--- config.mk ---
export PLATFORM = sky130hd
export DESIGN_NAME = cpu_node
export DESIGN_NICKNAME = d
export VERILOG_FILES = /design/src/rtl/cpu_node.sv
export SDC_FILE = /design/constraint.sdc
export NUM_CORES = 1
export LEC_CHECK = 0
export ABC_CLOCK_PERIOD_IN_PS = 4150
export CORE_MARGIN = 3
export CORE_UTILIZATION = 54
export CTS_CLUSTER_DIAMETER = 40
export DETAILED_ROUTE_END_ITERATION = 6
export MAX_ROUTING_LAYER = met4
export PLACE_DENSITY_LB_ADDON = 0.15
export SETUP_SLACK_MARGIN = 0.05
export SKIP_LAST_GASP = 1
export SYNTH_ARGS = -nofsm -noshare
export SYNTH_HDL_FRONTEND = slang
export SYNTH_SLANG_ARGS = --single-unit
--- constraint.sdc ---
create_clock -name clk -period 4.15 [get_ports clk]
set_input_delay 0.6225 -clock clk [delete_from_list [all_inputs] [get_ports clk]]
set_output_delay 0.6225 -clock clk [all_outputs]
set_load 0.02 [all_outputs]
--- src/rtl/cpu_node.sv ---
// Small CPU node: one-cycle ALU plus a direct-mapped, write-through, no-allocate
// one-word-per-line cache that reaches memory through an arbitrated bus.
//
// state  | meaning
// IDLE   | waiting for start_op; operands latched on request
// EXEC   | single-cycle ALU evaluation
// LOOKUP | cache index/tag compare for LOAD/STORE
// ARB    | req_arb held until gnt_arb
// BUS    | mem_req held until mem_ack (ack on entry accepted)
// DONE   | end_op pulse, result stable
module cpu_node #(
  parameter int DW = 8,
  parameter int AW = 12,
  parameter int LW = 4
) (
  input  logic            clk,
  input  logic            rst,
  input  logic [DW-1:0]   A,
  input  logic [DW-1:0]   B,
  input  logic            start_op,
  input  logic [2:0]      op_sel,
  input  logic [AW-1:0]   address_in,
  input  logic [DW-1:0]   data_in,
  output logic            req_arb,
  input  logic            gnt_arb,
  output logic [AW-1:0]   mem_addr,
  output logic [DW-1:0]   mem_wdata,
  output logic            mem_we,
  output logic            mem_req,
  input  logic [DW-1:0]   mem_rdata,
  input  logic            mem_ack,
  output logic [2*DW-1:0] result,
  output logic            end_op,
  output logic            hit
);

  localparam int NL = 1 << LW;
  localparam int TW = AW - LW;

  localparam logic [2:0] OP_ADD   = 3'd0;
  localparam logic [2:0] OP_SUB   = 3'd1;
  localparam logic [2:0] OP_MUL   = 3'd2;
  localparam logic [2:0] OP_AND   = 3'd3;
  localparam logic [2:0] OP_OR    = 3'd4;
  localparam logic [2:0] OP_XOR   = 3'd5;
  localparam logic [2:0] OP_LOAD  = 3'd6;
  localparam logic [2:0] OP_STORE = 3'd7;

  typedef enum logic [2:0] {IDLE, EXEC, LOOKUP, ARB, BUS, DONE} state_t;

  state_t              state_q, state_d;
  logic [DW-1:0]       a_q, b_q, wdata_q;
  logic [2:0]          op_q;
  logic [AW-1:0]       addr_q;
  logic [2*DW-1:0]     result_q, result_d;
  logic                hit_q, hit_d;
  logic [NL-1:0]       valid_q, valid_d;
  logic [TW-1:0]       tag_mem [NL];
  logic [DW-1:0]       data_mem [NL];

  logic [LW-1:0]       idx;
  logic [TW-1:0]       tag;
  logic                lookup_hit;
  logic                fill_we, line_wr;
  logic [DW-1:0]       line_wdata;
  logic [DW-1:0]       diff;
  logic [DW:0]         sum;
  logic [2*DW-1:0]     alu_res;

  assign idx        = addr_q[LW-1:0];
  assign tag        = addr_q[AW-1:LW];
  assign lookup_hit = valid_q[idx] && (tag_mem[idx] == tag);

  always_comb begin
    sum     = {1'b0, a_q} + {1'b0, b_q};
    diff    = a_q - b_q;
    alu_res = '0;
    case (op_q)
      OP_ADD:  alu_res = {{(DW-1){1'b0}}, sum};
      OP_SUB:  alu_res = {{DW{diff[DW-1]}}, diff};
      OP_MUL:  alu_res = {{DW{1'b0}}, a_q} * {{DW{1'b0}}, b_q};
      OP_AND:  alu_res = {{DW{1'b0}}, a_q & b_q};
      OP_OR:   alu_res = {{DW{1'b0}}, a_q | b_q};
      OP_XOR:  alu_res = {{DW{1'b0}}, a_q ^ b_q};
      default: alu_res = '0;
    endcase
  end

  always_comb begin
    state_d    = state_q;
    result_d   = result_q;
    hit_d      = hit_q;
    valid_d    = valid_q;
    fill_we    = 1'b0;
    line_wr    = 1'b0;
    line_wdata = mem_rdata;
    case (state_q)
      IDLE: if (start_op) state_d = (op_sel[2:1] == 2'b11) ? LOOKUP : EXEC;
      EXEC: begin
        result_d = alu_res;
        state_d  = DONE;
      end
      LOOKUP: begin
        hit_d = lookup_hit;
        if (op_q == OP_LOAD && lookup_hit) begin
          result_d = {{DW{1'b0}}, data_mem[idx]};
          state_d  = DONE;
        end else begin
          state_d = ARB;
        end
      end
      ARB: if (gnt_arb) state_d = BUS;
      BUS: if (mem_ack) begin
        state_d = DONE;
        if (op_q == OP_LOAD) begin
          fill_we      = 1'b1;
          line_wr      = 1'b1;
          valid_d[idx] = 1'b1;
          result_d     = {{DW{1'b0}}, mem_rdata};
        end else begin
          // write-through; only a line that already holds this address is refreshed
          line_wr    = hit_q;
          line_wdata = wdata_q;
          result_d   = '0;
        end
      end
      DONE: state_d = IDLE;
      default: state_d = IDLE;
    endcase
  end

  always_ff @(posedge clk or negedge rst) begin
    if (!rst) begin
      state_q  <= IDLE;
      result_q <= '0;
      hit_q    <= 1'b0;
      valid_q  <= '0;
      a_q      <= '0;
      b_q      <= '0;
      op_q     <= OP_ADD;
      addr_q   <= '0;
      wdata_q  <= '0;
    end else begin
      state_q  <= state_d;
      result_q <= result_d;
      hit_q    <= hit_d;
      valid_q  <= valid_d;
      if (state_q == IDLE && start_op) begin
        a_q     <= A;
        b_q     <= B;
        op_q    <= op_sel;
        addr_q  <= address_in;
        wdata_q <= data_in;
      end
    end
  end

  always_ff @(posedge clk) begin
    if (fill_we) tag_mem[idx] <= tag;
    if (line_wr) data_mem[idx] <= line_wdata;
  end

  assign req_arb   = (state_q == ARB) || (state_q == BUS);
  assign mem_req   = (state_q == BUS);
  assign mem_we    = (state_q == BUS) && (op_q == OP_STORE);
  assign mem_addr  = (state_q == BUS) ? addr_q : '0;
  assign mem_wdata = mem_we ? wdata_q : '0;
  assign end_op    = (state_q == DONE);
  assign result    = result_q;
  assign hit       = hit_q;

endmodule

==> run_1/final_placement.png <==
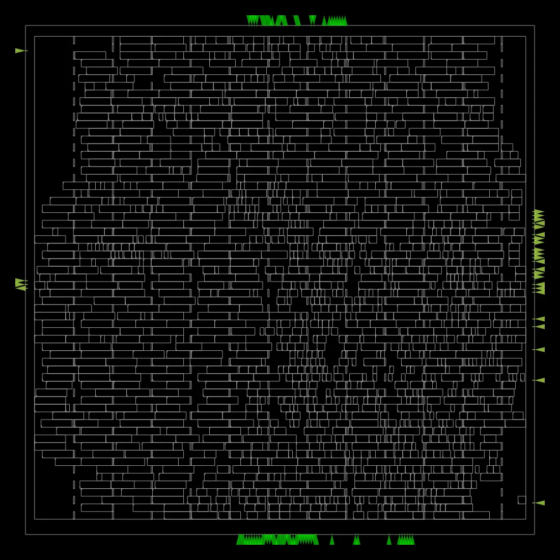
flip-flop and latch share of the layout cell area: 0.469
Final Util: 0.683
seq_cells: 331

==> run_1/met2.png <==
Cells faint in the background.
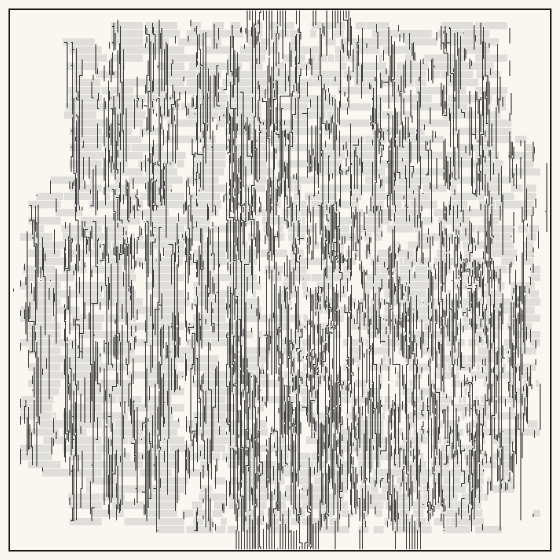
share of all routed wire: 49%
nets with wire on the layer: 1313
final wirelength: 39000 um
met2 Usage GRT: 0.395
via count: 10200

==> run_1/port_nets.png <==
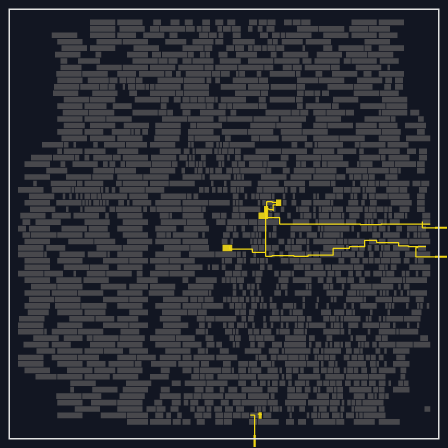
[yellow] op_sel | bits: 3 | direction: input | edge: 2 right, 1 bottom | end cells: 5 | buffers: 3 | wire: 242 um

## run 1: cell usage after synthesis (28+ instances only)
library cell  number
fa_1              38
a21oi_1           28
nor2_1           107
clkbuf_1          30
ha_1              59
nand2_1           55
edfxtp_1         256
mux2i_1           33
mux2_2            49
dfrtp_1           75
o21ai_0           35
inv_1             73
mux4_2            61
## run 1: stage by stage
stage	area (sq um)	hold slack, ns	setup TNS, ns	worst slack, ns	utilization
5_1_grt	20400	0.229	-2.25	-0.465	0.683
2_1_floorplan	16500	0.327	-0.204	-0.124	-
3_5_place_dp	18500	0.448	-1.80	-0.361	0.618
4_1_cts	20200	0.189	-0.557	-0.207	0.677
3_3_place_gp	18500	0.443	-1.51	-0.310	0.618
6_report	20400	0.181	-0.754	-0.229	0.683
==> run notes, run 1 <==
impl run done, here's what came out: status=complete, but fails checks, violated checks=setup timing, MI comb area=6620 sq um, EDFF count, synth=256, dominant kind of combinational cell=multiplexers, RSZ-0062 raised after global routing=true, Top class by area=sequential cells, First DRT Iteration DRCs=673, GR Overflow Total=0, Layout Skew=0.0247 ns, ys async rst share=0.227, sw power=7470 uW, Clock group=3970 uW, P_seq=4850 uW, Area Overhead vs Synth=23.9%, row cnt=63, Max power group=combinational cells, first-pass GRT wire length=60700 um, achievable clock frequency=0.228 GHz, Hold Buf Count CTS=0, part of the power in registers=0.253, distinct cell type count after synthesis=62, Power Dens Cells=940 nW/um^2, largest net degree at the start of global routing=61, final setup vio count=7, Tool Warnings=44, # port buffers=92, fin nets=1501, GRT Util Overall=0.247, Largest regs=data_mem: 128 flops, tag_mem: 128 flops, Syn. warnings=0, vias in the first global route=10700, CP Capture Point=result[15], Floorplan Nets=1296, clock period minus final worst setup slack=4.38 ns, total power=19200 uW, CP Buf/Inv Count=3, final setup margin=-0.229 ns, adder share=0.0910, Critical Path RT=4.62 ns, worst path cell trace=inv_2 > nor2_1 > fa_1 > fa_1 > fa_1 > inv_1 > fa_1 > inv_2 > ha_4 > o21ai_2 > nor2_2 > o41a_1 > a41o_1 > o41a_1 > xnor2_1 > a21oi_1 > mux2i_1, CP max stage delay=0.56 ns, CP max FO=4, die area=32600 sq um, Yosys top cell by area=edfxtp_1, highest metal used=met4, Tapcells=390, CP delay by family, top=adder cells, Syn Inst Count=1147, Signal buffers=208, Reg2Reg Capture Point=result[15], CP Launch Type=register, P_comb=10400 uW, DRT antenna net count=0, ratio of cells with drive above 1 in the final layout=0.287, DRT Pass-1 Iters=5, register area=9580 sq um, dpl cells=1677, VDD IR max=0.862 mV
==> run 2, diff against run 1 <==
ABC_CLOCK_PERIOD_IN_PS = default   (was 4150)
CAP_MARGIN = 10   (was default)
==> run_2/met3.png <==
Scale bar: 50 um.
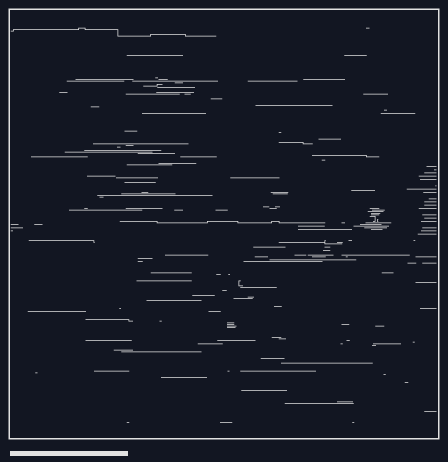
share of all routed wire: 5.0%
longest straight run: 48.3 um
grt met3 use: 0.0430

==> run_2/cell_classes.png <==
Fill, decap, tap and diode cells in grey.
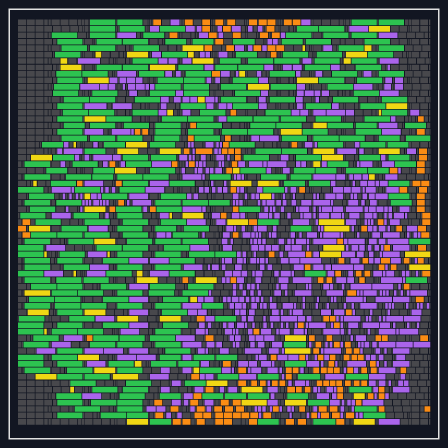
[orange] other buffers and delay cells | cells: 208 | share of their area: 9.1%
[yellow] clock drivers and dummy loads | cells: 82 | share of their area: 7.9%
[green] flops | cells: 331 | share of their area: 48%
[purple] all other logic | cells: 767 | share of their area: 35%

==> run_2/final_placement.png <==
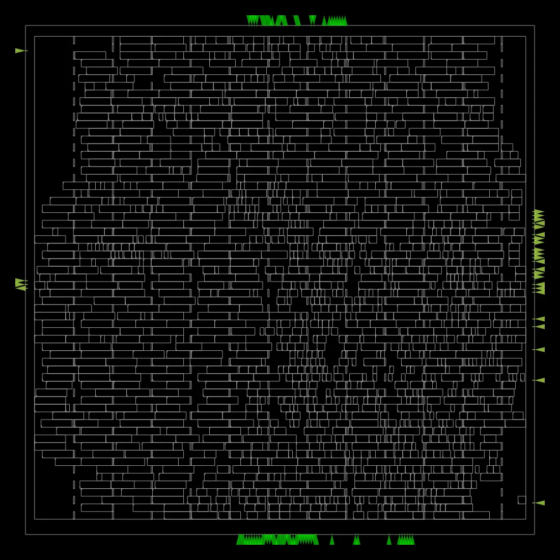
final std cells w/o fill: 1778
row cnt: 63
Tapcells: 390
Fillers: 2053

==> run notes, run 2 <==
impl run done, here's what came out: Max power group=combinational cells (unchanged), final setup margin=-0.229 ns (unchanged), Clock group=3970 uW (about the same), ys async rst share=0.227 (unchanged), P_seq=4850 uW (about the same), DRT Pass-1 Iters=5 (unchanged), violated checks=setup timing (unchanged), Critical Path RT=4.62 ns (about the same), Layout Skew=0.0247 ns (unchanged), CP Capture Point=result[15] (unchanged), clock period minus final worst setup slack=4.38 ns (unchanged), RSZ-0062 raised after global routing=true (unchanged), Final Cycle Share=1.06 (unchanged), CP Buf/Inv Count=3 (unchanged), sw power=7470 uW (unchanged), via count=10200 (unchanged), largest net degree at the start of global routing=61 (unchanged), Syn. warnings=0 (unchanged), achievable clock frequency=0.228 GHz (unchanged), met2 Usage GRT=0.395 (unchanged), die area=32600 sq um (unchanged), vias in the first global route=10700 (unchanged), highest metal used=met4 (unchanged), total power=19200 uW (unchanged), Area Overhead vs Synth=23.9% (unchanged), status=complete, but fails checks (unchanged), First DRT Iteration DRCs=673 (unchanged), part of the power in registers=0.253 (about the same), GR Overflow Total=0 (unchanged), Final Util=0.683 (unchanged), Floorplan Nets=1296 (unchanged), fin nets=1501 (unchanged), GRT Util Overall=0.247 (unchanged), first-pass GRT wire length=60700 um (unchanged), Power Dens Cells=940 nW/um^2 (unchanged), ratio of cells with drive above 1 in the final layout=0.287 (unchanged), Hold Buf Count CTS=0 (unchanged), Reg2Reg Capture Point=result[15] (unchanged), final setup vio count=7 (unchanged), VDD IR max=0.862 mV (unchanged), distinct cell type count after synthesis=62 (unchanged), synth cell count leaders=edfxtp_1, nor2_1, dfrtp_1 (unchanged), CP delay by family, top=adder cells (unchanged), # port buffers=92 (unchanged), P_comb=10400 uW (about the same), CP max stage delay=0.56 ns (about the same), DRT antenna net count=0 (unchanged), most common cell in the netlist=edfxtp_1 (unchanged), Largest regs=data_mem: 128 flops, tag_mem: 128 flops (unchanged), worst path cell trace=inv_2 > nor2_1 > fa_1 > fa_1 > fa_1 > inv_1 > fa_1 > inv_2 > ha_4 > o21ai_2 > nor2_2 > o41a_1 > a41o_1 > o41a_1 > xnor2_1 > a21oi_1 > mux2i_1 (unchanged), CP Launch Type=register (unchanged)
## run 2: cell counts after synthesis
No cell type changed its count.
## run 2: per-stage QoR
stage | setup slack (ns) | instances | setup TNS, ns | area (sq um) | hold WS [ns]
global placement | -0.310 | 1677 | -1.51 | 18500 | 0.443
global route | -0.465 | 1778 | -2.25 | 20400 | 0.229
floorplan | -0.124 | 1147 | -0.204 | 16500 | 0.327
finish | -0.229 | 1778 | -0.754 | 20400 | 0.181
detailed placement | -0.361 | 1677 | -1.80 | 18500 | 0.448
CTS | -0.207 | 1769 | -0.557 | 20200 | 0.189
## run 2: area by class of cell
type	instances	area, sq um
clock inverter	28	400
inverter	84	342
fill	2053	9460
clock buffer	54	1180
sequential	331	9580
timing repair buffer	208	1810
multi-input combinational	683	6620
tap	390	488
Power figures rest on the tool's default switching activity, not on a simulated workload.
